[src/rtl/srt_radix4_divider.sv]
// rtl/srt_radix4_divider.sv - multi-cycle radix-4 SRT significand divider
// Digit set {-3,-1,+1,+3}, on-the-fly quotient conversion, one final correction.
module srt_radix4_divider #(
  parameter int WIDTH = 24,
  parameter int ITERS = 13
) (
  input  logic                   clk,
  input  logic                   rst,
  input  logic                   in_valid,
  output logic                   in_ready,
  input  logic [WIDTH-1:0]       dividend,
  input  logic [WIDTH-1:0]       divisor,
  output logic                   out_valid,
  input  logic                   out_ready,
  output logic [2*ITERS-1:0]     quotient,
  output logic [WIDTH:0]         remainder,
  output logic                   div_err
);

  localparam int QW = 2 * ITERS;
  localparam int RW = WIDTH + 4;
  localparam int CW = $clog2(ITERS + 1);

  typedef enum logic [1:0] {IDLE, ITER, CORR, DONE} state_t;

  state_t               state;
  logic signed [RW-1:0] r;
  logic signed [RW-1:0] d2;
  logic [QW-1:0]        q_reg;
  logic [QW-1:0]        qm_reg;
  logic [CW-1:0]        cnt;

  logic signed [RW-1:0] w;
  logic signed [RW-1:0] d2x2;
  logic signed [RW-1:0] d2x3;
  logic signed [RW-1:0] r_next;
  logic [QW-1:0]        q_next;
  logic [QW-1:0]        qm_next;

  assign w    = r <<< 2;
  assign d2x2 = d2 <<< 1;
  assign d2x3 = d2 + d2x2;

  // Exact range compare picks the digit; appending two bits to Q or QM
  // realises 4Q+q / 4QM+4+q without any carry-propagating add.
  always_comb begin
    r_next  = w;
    q_next  = q_reg;
    qm_next = qm_reg;
    if (w >= d2x2) begin
      r_next  = w - d2x3;
      q_next  = {q_reg[QW-3:0], 2'b11};
      qm_next = {q_reg[QW-3:0], 2'b10};
    end else if (!w[RW-1]) begin
      r_next  = w - d2;
      q_next  = {q_reg[QW-3:0], 2'b01};
      qm_next = {q_reg[QW-3:0], 2'b00};
    end else if (w >= -d2x2) begin
      r_next  = w + d2;
      q_next  = {qm_reg[QW-3:0], 2'b11};
      qm_next = {qm_reg[QW-3:0], 2'b10};
    end else begin
      r_next  = w + d2x3;
      q_next  = {qm_reg[QW-3:0], 2'b01};
      qm_next = {qm_reg[QW-3:0], 2'b00};
    end
  end

  always_ff @(posedge clk or posedge rst) begin
    if (rst) begin
      state     <= IDLE;
      in_ready  <= 1'b1;
      out_valid <= 1'b0;
      quotient  <= '0;
      remainder <= '0;
      div_err   <= 1'b0;
      r         <= '0;
      d2        <= '0;
      q_reg     <= '0;
      qm_reg    <= '0;
      cnt       <= '0;
    end else begin
      case (state)
        IDLE: begin
          if (in_valid && in_ready) begin
            in_ready <= 1'b0;
            if (divisor[WIDTH-1]) begin
              d2      <= {3'b000, divisor, 1'b0};
              r       <= {4'b0000, dividend};
              q_reg   <= '0;
              qm_reg  <= '0;
              cnt     <= CW'(ITERS - 1);
              div_err <= 1'b0;
              state   <= ITER;
            end else begin
              quotient  <= '1;
              remainder <= '0;
              div_err   <= 1'b1;
              out_valid <= 1'b1;
              state     <= DONE;
            end
          end
        end
        ITER: begin
          r      <= r_next;
          q_reg  <= q_next;
          qm_reg <= qm_next;
          cnt    <= cnt - 1'b1;
          if (cnt == '0) state <= CORR;
        end
        CORR: begin
          // Low WIDTH+1 bits suffice: the corrected remainder is below 2D.
          if (r[RW-1]) begin
            quotient  <= qm_reg;
            remainder <= r[WIDTH:0] + d2[WIDTH:0];
          end else begin
            quotient  <= q_reg;
            remainder <= r[WIDTH:0];
          end
          out_valid <= 1'b1;
          state     <= DONE;
        end
        DONE: begin
          if (out_ready) begin
            out_valid <= 1'b0;
            in_ready  <= 1'b1;
            state     <= IDLE;
          end
        end
        default: state <= IDLE;
      endcase
    end
  end

endmodule

[config.mk]
export PLATFORM = sky130hd
export DESIGN_NAME = srt_radix4_divider
export DESIGN_NICKNAME = d
export VERILOG_FILES = /design/src/rtl/srt_radix4_divider.sv
export SDC_FILE = /design/constraint.sdc
export NUM_CORES = 1
export LEC_CHECK = 0
export CORE_ASPECT_RATIO = 1.2
export CORE_MARGIN = 10
export CORE_UTILIZATION = 35
export DETAILED_ROUTE_END_ITERATION = 16
export DONT_BUFFER_PORTS = 1
export PLACE_DENSITY = 0.59
export SYNTH_ARGS = -nofsm -noshare
export SYNTH_HDL_FRONTEND = slang
export SYNTH_SLANG_ARGS = --single-unit
[constraint.sdc]
create_clock -name clk -period 14.5 [get_ports clk]
set_input_delay 2.9 -clock clk [delete_from_list [all_inputs] [get_ports clk]]
set_output_delay 2.9 -clock clk [all_outputs]
set_load 0.05 [all_outputs]
### The metal 3 layer, run 1

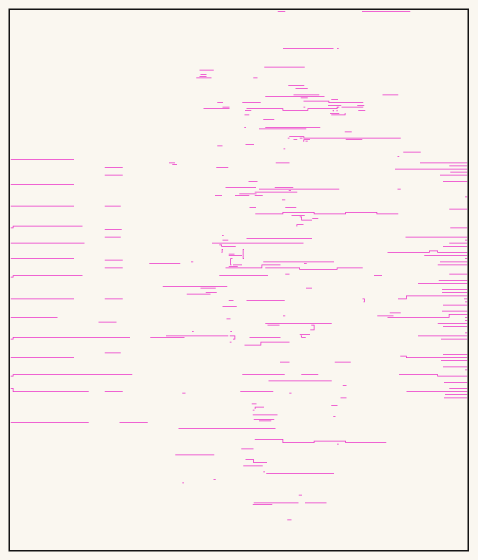
167 nets have wire on it. The longest straight run is 52.2 um. The layer carries 2550 um of wire. The wires run mostly horizontal. The layer holds 5.9% of the routed length.
met3 usage: 3.91%
routed wire length: 43400 um
Vias: 12417

### Signal wires on met2, run 1

Scale bar: 50 um.
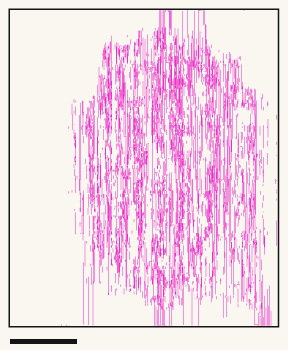
The layer carries 20.9 mm of wire. The wires run mostly vertical. 1517 nets have wire on it. The layer holds 48% of the routed length.
met2 Usage GRT: 30.9%

### Clock routing, run 1

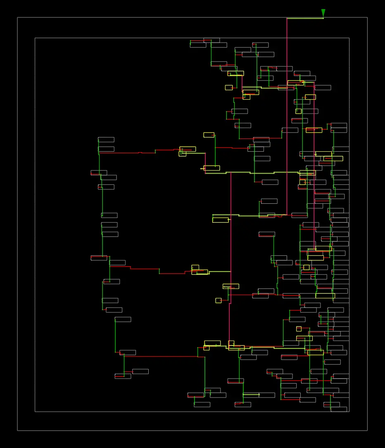
clk_skew: 0.0102 ns
CLK BUF: 17
Late-Pin Clk Latency: 0.46 ns
clk sinks: 137

### Floorplan with the power grid, run 1

Scale bar: 50 um. Pins as bars on the die edge.
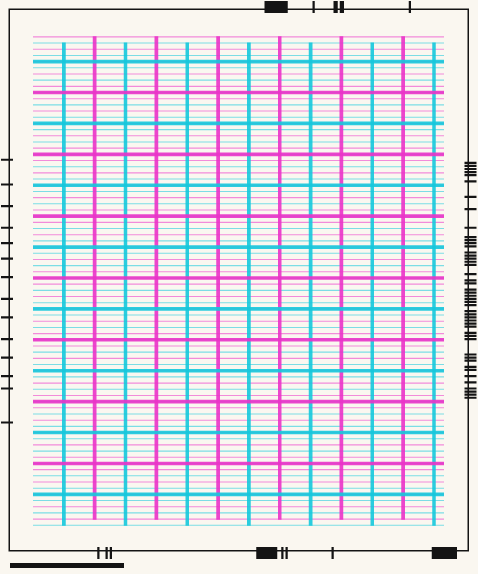
VDD: drawn in magenta. VSS: drawn in cyan.
80 met1 rails follow the rows. 13 straps on met4. 15 straps on met5.
die width: 201 um
die height: 238 um
Core Box Area: 38800 sq um

==> results.sh, run 1 <==
# flow metrics
export IMPL_synth_top_cell_area_share_pct=24.6
export IMPL_seq_cells=137
export IMPL_fin_area_sq_um=15000
export IMPL_top_cells_by_area="dfrtp_1, ha_1, nand2_1"
export IMPL_drive_gt1_share_pct=6.28
export IMPL_syn_area_per_cell_sq_um=8.38
export IMPL_end_kind="flip-flop"
export IMPL_edf_count=0
export IMPL_finalHoldViolCount=0
export IMPL_reg2reg_slack_ns=6.94
export IMPL_crit_slowest_cell="a311oi_1"
export IMPL_yosys_cells=1647
export IMPL_dominant_cells="multi-input combinational cells"
export IMPL_area_share_nonclk_buffers_pct=0.650
export IMPL_top_register="r"
export IMPL_layout_area_comb_sq_um=9910
export IMPL_hold_class="reg -> reg"
export IMPL_taps=526
export IMPL_grt_max_degree=82
export IMPL_postCtsSetupRepairBufs=0
export IMPL_outcome="complete, no violations"
export IMPL_cp_max_fo=52
run 1: kinds of logic (layout without fill, tap and decap cells):
logic type | after synthesis | after routing | share of synthesized area [%]
flops | 137 | 137 | 24.8
fa+ha+maj | 202 | 202 | 18.5
mux | 51 | 51 | 3.92
simple gates | 504 | 504 | 17.2
buf+inv | 128 | 120 | 3.63
other cells | 0 | 4 | 0
compound gates | 519 | 519 | 25.1
xor+xnor | 106 | 106 | 6.72
run 1: worst max-delay path, delay by kind of cell, from the launching register on:
| family | cells | cell delay (ns) |
|---|---|---|
| compound gates | 9 | 2.05 |
| buf+inv | 3 | 0.58 |
| simple gates | 13 | 2.82 |
| flops | 1 | 0.55 |
| xor+xnor | 2 | 0.44 |
| fa+ha+maj | 4 | 0.85 |
| mux | 1 | 0.15 |
==> run 1 -> run 2 <==
--- a/config.mk
+++ b/config.mk
@@ -10,7 +10,7 @@
 export CORE_UTILIZATION = 35
 export DETAILED_ROUTE_END_ITERATION = 16
 export DONT_BUFFER_PORTS = 1
-export PLACE_DENSITY = 0.59
+export PLACE_DENSITY = 0.61
 export SYNTH_ARGS = -nofsm -noshare
 export SYNTH_HDL_FRONTEND = slang
 export SYNTH_SLANG_ARGS = --single-unit
==> constraint.sdc (replaced) <==
create_clock -name clk -period 6.7 [get_ports clk]
set_input_delay 1.34 -clock clk [delete_from_list [all_inputs] [get_ports clk]]
set_output_delay 1.34 -clock clk [all_outputs]
set_load 0.05 [all_outputs]
### Signal wires on met2, run 2

Scale bar: 50 um.
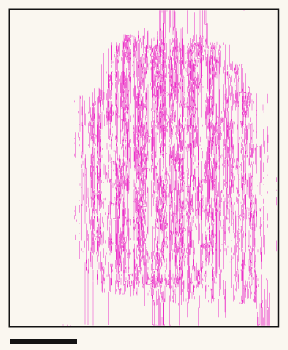
The longest straight run is 69.9 um. The layer carries 21.8 mm of wire.
met2 Usage GRT: 31.4%
routed wire length: 44800 um
Vias: 12627

==> run 2 against run 1 <==
Net effect:
- global-route usage rose by 0.42 points
- sequential share of layout area fell by 0.50 points
- critical endpoint unchanged
- fmax rose by 19%
- non-clock buffer count rose by 38
- cell count rose by 1.8%
==> results.sh, run 2 <==
# flow metrics
export IMPL_outcome="complete, no violations"
export IMPL_die_y_um=238
export IMPL_core_area_sq_um=38800
export IMPL_yosys_cells=1647
export IMPL_top_cells_by_area="dfrtp_1, ha_1, nand2_1"
export IMPL_finalHoldViolCount=0
export IMPL_cp_top_family="simple AND/OR/NAND/NOR gates"
export IMPL_muxShareOfSynthArea_pct=3.92
export IMPL_synthTopLogicFamily="AND-OR/OR-AND gates"
export IMPL_edf_count=0
export IMPL_fa_ha_area_share_pct=18.5
export IMPL_top_register="r"
export IMPL_path_depth=31
export IMPL_fin_area_sq_um=15400
export IMPL_die_x_um=201
export IMPL_skew_ns=0.0136
export IMPL_clkLatencyLatePin_ns=0.46
export IMPL_syn_area_per_cell_sq_um=8.38
export IMPL_end_kind="flip-flop"
export IMPL_hold_class="reg -> reg"
export IMPL_final_period_utilization_pct=95.2
export IMPL_synth_top_cell_area_share_pct=24.6
export IMPL_crit_slowest_cell="or4_1"
export IMPL_crit_buf_inv=4
export IMPL_grt_max_degree=83
export IMPL_layout_area_comb_sq_um=9980
export IMPL_cp_max_fo=14
### The metal 3 layer, run 2

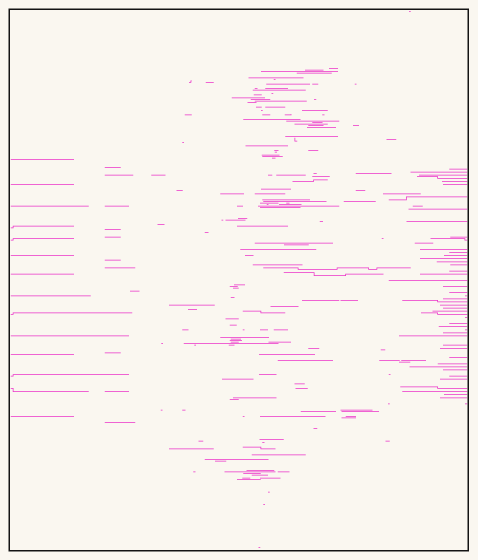
The layer carries 2790 um of wire. The longest straight run is 52.2 um. The layer holds 6.2% of the routed length. 168 nets have wire on it. The wires run mostly horizontal.
met3 usage: 3.69%

==> run 2: tightest hold or removal path, cell delays in order (launching register included) <==
cell and delay [ns]:
dfrtp_1 0.34, nand2_1 0.05, nand2_1 0.05
==> run 2: area by class of cell <==
class / instances / area share (%)
Antenna cell: 4 / 0.0652
Clock buffer: 17 / 2.77
Clock inverter: 15 / 1.14
Inverter: 75 / 1.87
Multi-Input combinational cell: 1383 / 65.0
Sequential cell: 137 / 22.3
Tap cell: 526 / 4.29
Timing Repair Buffer: 51 / 2.57
